===== src/rtl/inst_encoder.sv =====
// RV32I instruction encoder. Range-checks field-level encode requests,
// packs legal ones into 32-bit instruction words and queues them in a
// small circular FIFO together with their format type. Rejected requests
// produce a one-cycle error pulse, a sticky reason code and a saturating
// reject counter.
//
// Handshake: a transfer happens on a rising edge where valid & ready are
// both high. On the input side, ready depends only on FIFO occupancy (never
// on valid or out_ready). On the output side, valid depends only on
// occupancy. The head word stays stable while valid & !ready.
module inst_encoder #(
  parameter int DEPTH = 4
) (
  input  logic                       clk,
  input  logic                       nrst,
  input  logic                       in_valid,
  output logic                       in_ready,
  input  logic [2:0]                 in_type,
  input  logic [6:0]                 in_opcode,
  input  logic [2:0]                 in_funct3,
  input  logic [6:0]                 in_funct7,
  input  logic [4:0]                 in_rs1,
  input  logic [4:0]                 in_rs2,
  input  logic [4:0]                 in_rd,
  input  logic [31:0]                in_imm,
  output logic                       out_valid,
  input  logic                       out_ready,
  output logic [31:0]                out_inst,
  output logic [2:0]                 out_type,
  output logic [$clog2(DEPTH):0]     level,
  output logic                       err_valid,
  output logic [1:0]                 err_code,
  output logic [7:0]                 err_count
);

  localparam int PW = $clog2(DEPTH);
  localparam int LW = PW + 1;

  localparam logic [2:0] T_R  = 3'd0;
  localparam logic [2:0] T_I  = 3'd1;
  localparam logic [2:0] T_S  = 3'd2;
  localparam logic [2:0] T_SB = 3'd3;
  localparam logic [2:0] T_UJ = 3'd4;
  localparam logic [2:0] T_U  = 3'd5;

  // FIFO storage and bookkeeping
  logic [31:0]   inst_q [DEPTH];
  logic [2:0]    type_q [DEPTH];
  logic [PW-1:0] wr_ptr_q, wr_ptr_d;
  logic [PW-1:0] rd_ptr_q, rd_ptr_d;
  logic [LW-1:0] level_q, level_d;

  // Error reporting state
  logic          err_valid_q, err_valid_d;
  logic [1:0]    err_code_q, err_code_d;
  logic [7:0]    err_count_q, err_count_d;

  // Check / pack results for the current request
  logic          reject;
  logic [1:0]    reject_code;
  logic [31:0]   packed_word;
  logic          fits12, fits13, fits21;

  logic          accept, push, pop;

  // A signed N-bit value fits when every bit from N-1 upward matches.
  assign fits12 = (&in_imm[31:11]) | ~(|in_imm[31:11]);
  assign fits13 = (&in_imm[31:12]) | ~(|in_imm[31:12]);
  assign fits21 = (&in_imm[31:20]) | ~(|in_imm[31:20]);

  assign in_ready  = (level_q != LW'(DEPTH));
  assign out_valid = (level_q != '0);
  assign accept    = in_valid & in_ready;
  assign push      = accept & ~reject;
  assign pop       = out_valid & out_ready;

  // Ordered legality checks; the first failing check names the reason.
  always_comb begin
    reject      = 1'b0;
    reject_code = 2'd0;
    if (in_type > T_U) begin
      reject      = 1'b1;
      reject_code = 2'd0;
    end else if (in_opcode[1:0] != 2'b11) begin
      reject      = 1'b1;
      reject_code = 2'd1;
    end else begin
      case (in_type)
        T_I, T_S: begin
          if (!fits12) begin
            reject      = 1'b1;
            reject_code = 2'd2;
          end
        end
        T_SB: begin
          if (!fits13) begin
            reject      = 1'b1;
            reject_code = 2'd2;
          end else if (in_imm[0]) begin
            reject      = 1'b1;
            reject_code = 2'd3;
          end
        end
        T_UJ: begin
          if (!fits21) begin
            reject      = 1'b1;
            reject_code = 2'd2;
          end else if (in_imm[0]) begin
            reject      = 1'b1;
            reject_code = 2'd3;
          end
        end
        T_U: begin
          if (in_imm[11:0] != 12'd0) begin
            reject      = 1'b1;
            reject_code = 2'd3;
          end
        end
        default: begin
          reject      = 1'b0;
          reject_code = 2'd0;
        end
      endcase
    end
  end

  // Pack the request fields into the RV32I word for its format.
  always_comb begin
    packed_word = 32'h0;
    case (in_type)
      T_R:  packed_word = {in_funct7, in_rs2, in_rs1, in_funct3, in_rd, in_opcode};
      T_I:  packed_word = {in_imm[11:0], in_rs1, in_funct3, in_rd, in_opcode};
      T_S:  packed_word = {in_imm[11:5], in_rs2, in_rs1, in_funct3, in_imm[4:0], in_opcode};
      T_SB: packed_word = {in_imm[12], in_imm[10:5], in_rs2, in_rs1, in_funct3,
                           in_imm[4:1], in_imm[11], in_opcode};
      T_UJ: packed_word = {in_imm[20], in_imm[10:1], in_imm[11], in_imm[19:12],
                           in_rd, in_opcode};
      T_U:  packed_word = {in_imm[31:12], in_rd, in_opcode};
      default: packed_word = 32'h0;
    endcase
  end

  // Next-state for pointers, occupancy and error reporting.
  always_comb begin
    wr_ptr_d    = wr_ptr_q;
    rd_ptr_d    = rd_ptr_q;
    level_d     = level_q;
    err_valid_d = accept & reject;
    err_code_d  = err_code_q;
    err_count_d = err_count_q;
    if (push) wr_ptr_d = wr_ptr_q + PW'(1);
    if (pop)  rd_ptr_d = rd_ptr_q + PW'(1);
    case ({push, pop})
      2'b10:   level_d = level_q + LW'(1);
      2'b01:   level_d = level_q - LW'(1);
      default: level_d = level_q;
    endcase
    if (accept && reject) begin
      err_code_d = reject_code;
      if (err_count_q != 8'hFF) err_count_d = err_count_q + 8'd1;
    end
  end

  // Control registers; reset empties the queue and clears error state.
  always_ff @(posedge clk or negedge nrst) begin
    if (!nrst) begin
      wr_ptr_q    <= '0;
      rd_ptr_q    <= '0;
      level_q     <= '0;
      err_valid_q <= 1'b0;
      err_code_q  <= 2'd0;
      err_count_q <= 8'd0;
    end else begin
      wr_ptr_q    <= wr_ptr_d;
      rd_ptr_q    <= rd_ptr_d;
      level_q     <= level_d;
      err_valid_q <= err_valid_d;
      err_code_q  <= err_code_d;
      err_count_q <= err_count_d;
    end
  end

  // FIFO storage; entries are cleared on reset so nothing stale survives.
  always_ff @(posedge clk or negedge nrst) begin
    if (!nrst) begin
      for (int i = 0; i < DEPTH; i++) begin
        inst_q[i] <= 32'h0;
        type_q[i] <= 3'd0;
      end
    end else if (push) begin
      inst_q[wr_ptr_q] <= packed_word;
      type_q[wr_ptr_q] <= in_type;
    end
  end

  assign out_inst  = out_valid ? inst_q[rd_ptr_q] : 32'h0;
  assign out_type  = out_valid ? type_q[rd_ptr_q] : 3'd0;
  assign level     = level_q;
  assign err_valid = err_valid_q;
  assign err_code  = err_code_q;
  assign err_count = err_count_q;

endmodule


===== config.mk =====
export PLATFORM = sky130hd
export DESIGN_NAME = inst_encoder
export DESIGN_NICKNAME = d
export VERILOG_FILES = /design/src/rtl/inst_encoder.sv
export SDC_FILE = /design/constraint.sdc
export NUM_CORES = 1
export LEC_CHECK = 0
export CORE_AREA = 4 4 147 149
export CTS_BUF_LIST = sky130_fd_sc_hd__clkbuf_8
export DETAILED_ROUTE_END_ITERATION = 10
export DIE_AREA = 0 0 151 153
export GPL_ROUTABILITY_DRIVEN = 0
export GPL_TIMING_DRIVEN = 0
export PLACE_DENSITY = 0.63
export RECOVER_POWER = 50
export SLEW_MARGIN = 20
export SYNTH_ARGS = -nofsm -noshare
export SYNTH_HDL_FRONTEND = slang
export SYNTH_SLANG_ARGS = --single-unit

===== constraint.sdc =====
create_clock -name clk -period 7.05 [get_ports clk]
set_input_delay 0.705 -clock clk [delete_from_list [all_inputs] [get_ports clk]]
set_output_delay 0.705 -clock clk [all_outputs]
set_load 0.02 [all_outputs]

==> results.sh, run 1 <==
# implementation run metrics
export IMPL_violations="max-capacitance violations, max-slew violations"
export IMPL_antenna_found_initial=0
export IMPL_antennaDiodeCount=0
export IMPL_warnings=29
export IMPL_min_delay_start="inst_q[64]"
export IMPL_postCtsSetupBuffers=0
export IMPL_power_density_mw_per_mm2=361.4
export IMPL_drv_slew=40
export IMPL_syn_area_per_cell_um2=11.71
export IMPL_timing_max_cap_violations=1
export IMPL_fmax_mhz=230.1
export IMPL_drt_total_wl_um=22060
export IMPL_seqCellArea_mm2=0.003954
export IMPL_r2r_setup_slack_ns=4.46
export IMPL_worst_ep_required_time_ns=7.39
export IMPL_drt_initial_drc_count=322
export IMPL_finalCritPeriodShare_pct=61.63
export IMPL_first_pass_iters=5
export IMPL_cts_sinks=158
export IMPL_tightest_slew_ns=2.318
export IMPL_synth_cell_types=43
export IMPL_grt_use_met1_pct=27.70
export IMPL_synth_seq_cells=158
export IMPL_wl_met1_um=9726
export IMPL_finalSetupViolations=0
export IMPL_dpl_hpwl_um=16030
export IMPL_rr_endpoint="level[2]"
export IMPL_yosys_area_mm2=0.008011
export IMPL_status="complete, but fails checks"
export IMPL_stdcell_count=1109
export IMPL_grt_max_degree=63
export IMPL_top_cell_area_share_pct=49.35
==> run 1: stage by stage <==
stage | instance area, um^2 | power [W] | util (%) | worst slack, ns | setup TNS (ns)
floorplan | 8011 | 0.002348 | - | 3.707 | 0
global route | 10010 | 0.003856 | 49.65 | 2.418 | 0
finish | 10010 | 0.003619 | 49.65 | 2.705 | 0
detailed placement | 9620 | 0.002954 | 47.70 | 2.996 | 0
CTS | 10050 | 0.003677 | 49.81 | 2.680 | 0
global placement | 9560 | 0.002920 | 47.40 | -1.327 | -207.76
==> run 1: sequential cells by signal, summed over array words and instances, names as in the netlist <==
name / count
inst_q: 128
type_q: 12
err_count: 8
level: 3
err_code: 2
rd_ptr_q: 2
wr_ptr_q: 2
err_valid: 1
==> run 1: logic make-up (layout without fill, tap and decap cells) <==
logic type / Yosys count / count (layout) / synth area share, %
xor gates and xnor gates: 12 / 12 / 1.312
DFF: 158 / 158 / 49.35
buffers and inverters: 52 / 207 / 2.811
and+or+nand+nor: 211 / 211 / 13.49
muxes: 108 / 108 / 22.10
AOI/OAI and AO/OA: 135 / 135 / 9.621
adders and majority gates: 8 / 8 / 1.312
==> run 1: area by class of cell <==
| cell class | count | area share (%) |
|---|---|---|
| Multi-Input combinational cell | 474 | 38.06 |
| Clock buffer | 19 | 2.612 |
| Sequential cell | 158 | 39.48 |
| Tap cell | 270 | 3.374 |
| Buffer | 44 | 1.949 |
| Clock inverter | 13 | 1.637 |
| Inverter | 8 | 0.2999 |
| Timing Repair Buffer | 123 | 12.58 |
==> run 1: worst max-delay path: stages <==
cell	delay, ns
dlygate4sd3_1	0.60
or4_1	0.58
or3_1	0.39
o21ai_0	0.31
a2bb2oi_1	0.87
and2_0	0.35
inv_1	0.07
ha_1	0.23
inv_1	0.08
fa_1	0.17
xor2_1	0.14
nor2_1	0.06
xor2_1	0.14
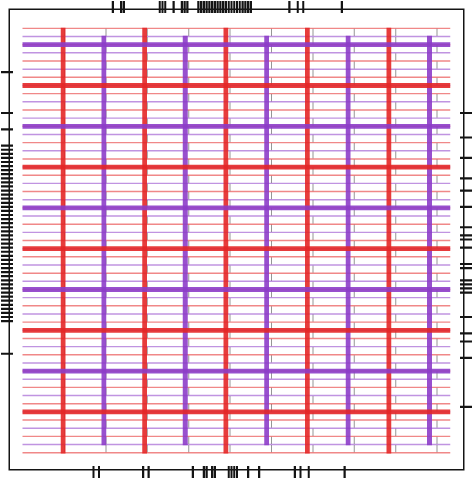
Fig. 1. Supply network (run 1).
Scale: 3 px per um. Pins as bars on the die edge. Tap cells in gray.
VDD -> purple
VSS -> red
signal pins = 122
met1 rails = 53
tap cells = 270
met5 straps = 10
met4 straps = 10
Die H: 153 um
maximum VDD drop: 0.1753 mV
Die W: 151 um
core area: 0.02017 mm^2

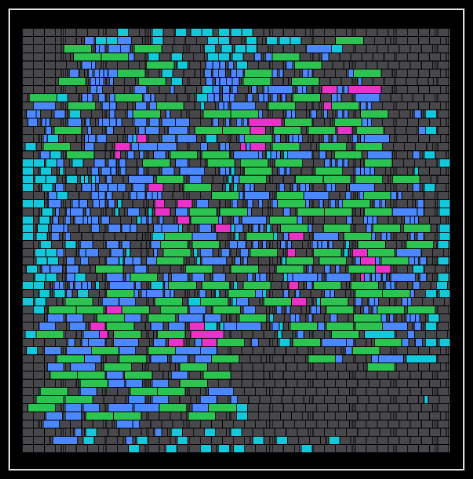
Fig. 2. Placed cells, one color a class (run 1).
Scale: 3 px per um. Fill, decap, tap and diode cells in gray.
other buffers and delay cells -> cyan  # cells 167, share of their area 15%
all other logic -> blue  # cells 482, share of their area 40%
clock drivers and dummy loads -> magenta  # cells 32, share of their area 4.4%
flip-flops -> green  # cells 158, share of their area 41%
register share of the cell area: 39.48%
final core utilization: 49.65%
Final Instance Area: 0.01001 mm^2
Row Count: 52

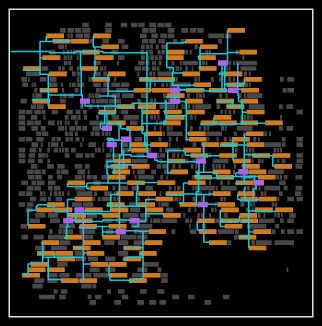
Fig. 3. Clock distribution (run 1).
Scale: 2 px per um.
clock wires -> cyan  # length 1940 um
flip-flops -> orange  # count 158
cells driving clock nets -> purple  # count 17
routed clock nets = 18
flops lie = widely spread
Clock Skew: 0.01328 ns
clock share of power: 19.9%
clk ins delay skew pair: 0.45 ns
P_clk: 0.000720 W

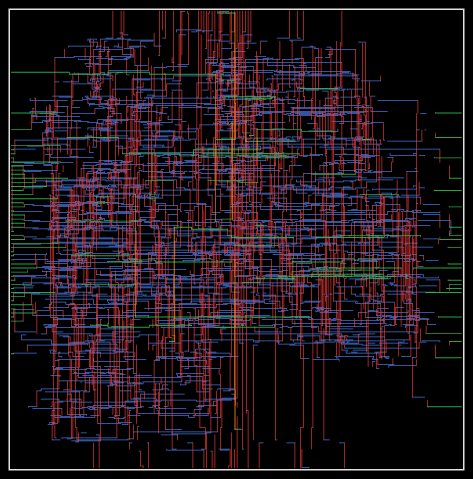
Fig. 4. Routed metal, one color a layer (run 1).
Scale: 3 px per um.
met3 -> green  # wire length 1320 um
met1 -> blue  # wire length 9730 um
met2 -> red  # wire length 10700 um
met4 -> orange  # wire length 295 um
routed via count: 5937
GRT Overall Usage: 19.75%
post-DR wirelength/cell: 19.89 um

Fig. 5: run 1, routing congestion map
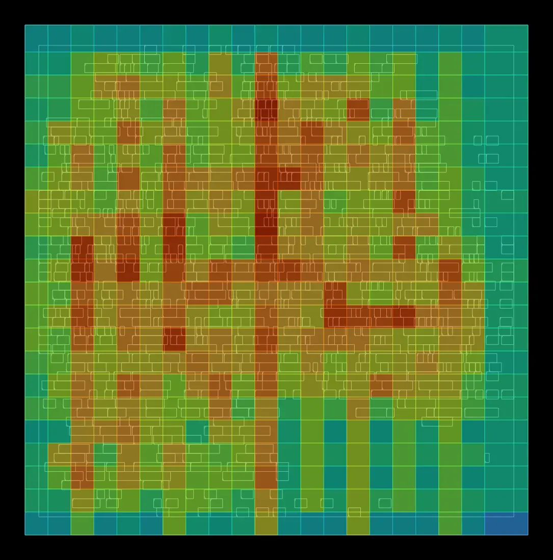

==> run 2, diff against run 1 <==
Clock period 7.05 ns to 4.2 ns, I/O delays scaled along.
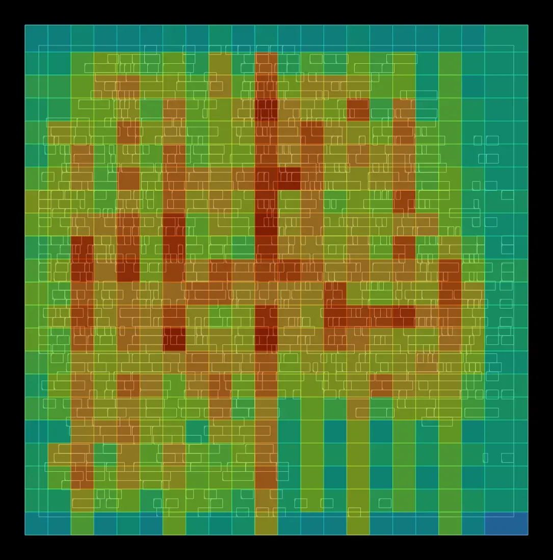
Fig. 6. Routing congestion map (run 2).
GR peak layer: met2
GR Util met3: 4.619%
post-DR wirelength/cell: 19.86 um
GRT Overall Usage: 19.76%
met2 usage: 31.39%

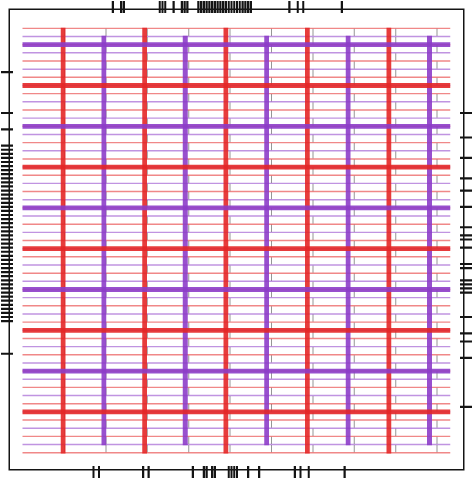
Fig. 7. Supply network (run 2).
Scale: 3 px per um. Pins as bars on the die edge. Tap cells in gray.
VSS -> red
VDD -> purple
met4 straps = 10
met1 rails = 53
maximum VDD drop: 0.2930 mV

==> run 2 against run 1 <==
The flow still finishes with violations (max-capacitance violations, max-slew violations). Die area stayed put. Power is 68% higher. Worst setup slack worse by 2.2 ns. Register-to-register slack got worse by 2.9 ns. Combinational power grew 68%. Critical path depth fell by 8. Clock power grew 68%. Critical endpoint is now out_inst[19]. Sequential power rose by 68%.
==> results.sh, run 2 <==
# implementation run metrics
export IMPL_status="complete, but fails checks"
export IMPL_violations="max-capacitance violations, max-slew violations"
export IMPL_grt_max_degree=63
export IMPL_clkPwrFrac_pct=19.9
export IMPL_final_area_mm2=0.01002
export IMPL_placed_area_mm2=0.009620
export IMPL_syn_area_per_cell_um2=11.71
export IMPL_warnings=29
export IMPL_cpMaxStageDelayCell="clkbuf_1"
export IMPL_finalSetupViolations=0
export IMPL_first_pass_iters=5
export IMPL_timing_max_cap_violations=1
export IMPL_crit_chain="clkbuf_1, clkbuf_2, mux4_2, and2_1, clkdlybuf4s50_1"
export IMPL_drv_slew=40
export IMPL_regMostFlops="inst_q"
export IMPL_finalSetupTns_ns=0
export IMPL_core_mm2=0.02017
export IMPL_largest_reg_flops=128
export IMPL_dieHeight_um=153
export IMPL_worst_ep_required_time_ns=3.78
export IMPL_antennaDiodeCount=0
export IMPL_fin_util_pct=49.70
export IMPL_tightest_slew_ns=2.301
export IMPL_yosys_area_mm2=0.008011
export IMPL_cts_sinks=158
run 2: cell counts after synthesis:
No cell type changed its count.
run 2: final cells by class:
cell class / count / area (um^2) / area share, %
buffer: 44 / 198.9 / 1.985
clock inverter: 13 / 163.9 / 1.635
inverter: 8 / 30.03 / 0.2996
tap: 270 / 337.8 / 3.370
clock buffer: 19 / 261.5 / 2.609
timing repair buffer: 124 / 1250 / 12.47
multi-input combinational: 474 / 3829 / 38.19
sequential: 158 / 3954 / 39.44
run 2: power groups by stage:
stage / Sequential, W / Combinational (W) / Clock (W)
after detailed placement: 0.00238 / 0.00258 / 0
after global routing: 0.00242 / 0.00276 / 0.00129
final: 0.00235 / 0.00252 / 0.00121
after global placement: 0.00236 / 0.00254 / 0
after floorplan: 0.00235 / 0.00159 / 0
after CTS: 0.00235 / 0.00259 / 0.00123
run 2: metal layers:
metal | vias to the layer above | share of wire [%] | track usage (%)
met3 | 20 | 6.4 | 4.619
met1 | 3006 | 43 | 27.72
li1 | 2720 | - | -
met4 | 0 | 1.2 | 4.447
met2 | 193 | 49 | 31.39
met5 | - | 0 | 0
run 2: path summary, 6_finish.rpt:
check | startpoint | end | slack (ns) | cells after the start
worst max-delay path | rd_ptr_q[0] | out_inst[19] | 0.51 | 5
worst max register to register | level[0] | level[2] | 1.60 | 12
max in group asynchronous | nrst | inst_q[92] | 0.95 | 4
worst min-delay path | inst_q[64] | inst_q[64] | 0.46 | 1
worst min register to register | inst_q[64] | inst_q[64] | 0.46 | 1
min in group asynchronous | nrst | inst_q[99] | 1.19 | 2
run 2: cell families after synthesis:
group,Yosys count,share of synthesized area [%]
simple gates,211,13.49
flops,158,49.35
mux,108,22.10
xor+xnor,12,1.312
fa+ha+maj,8,1.312
compound gates,135,9.621
buf+inv,52,2.811
No activity file was given, so power comes from the tool's default toggle rates.
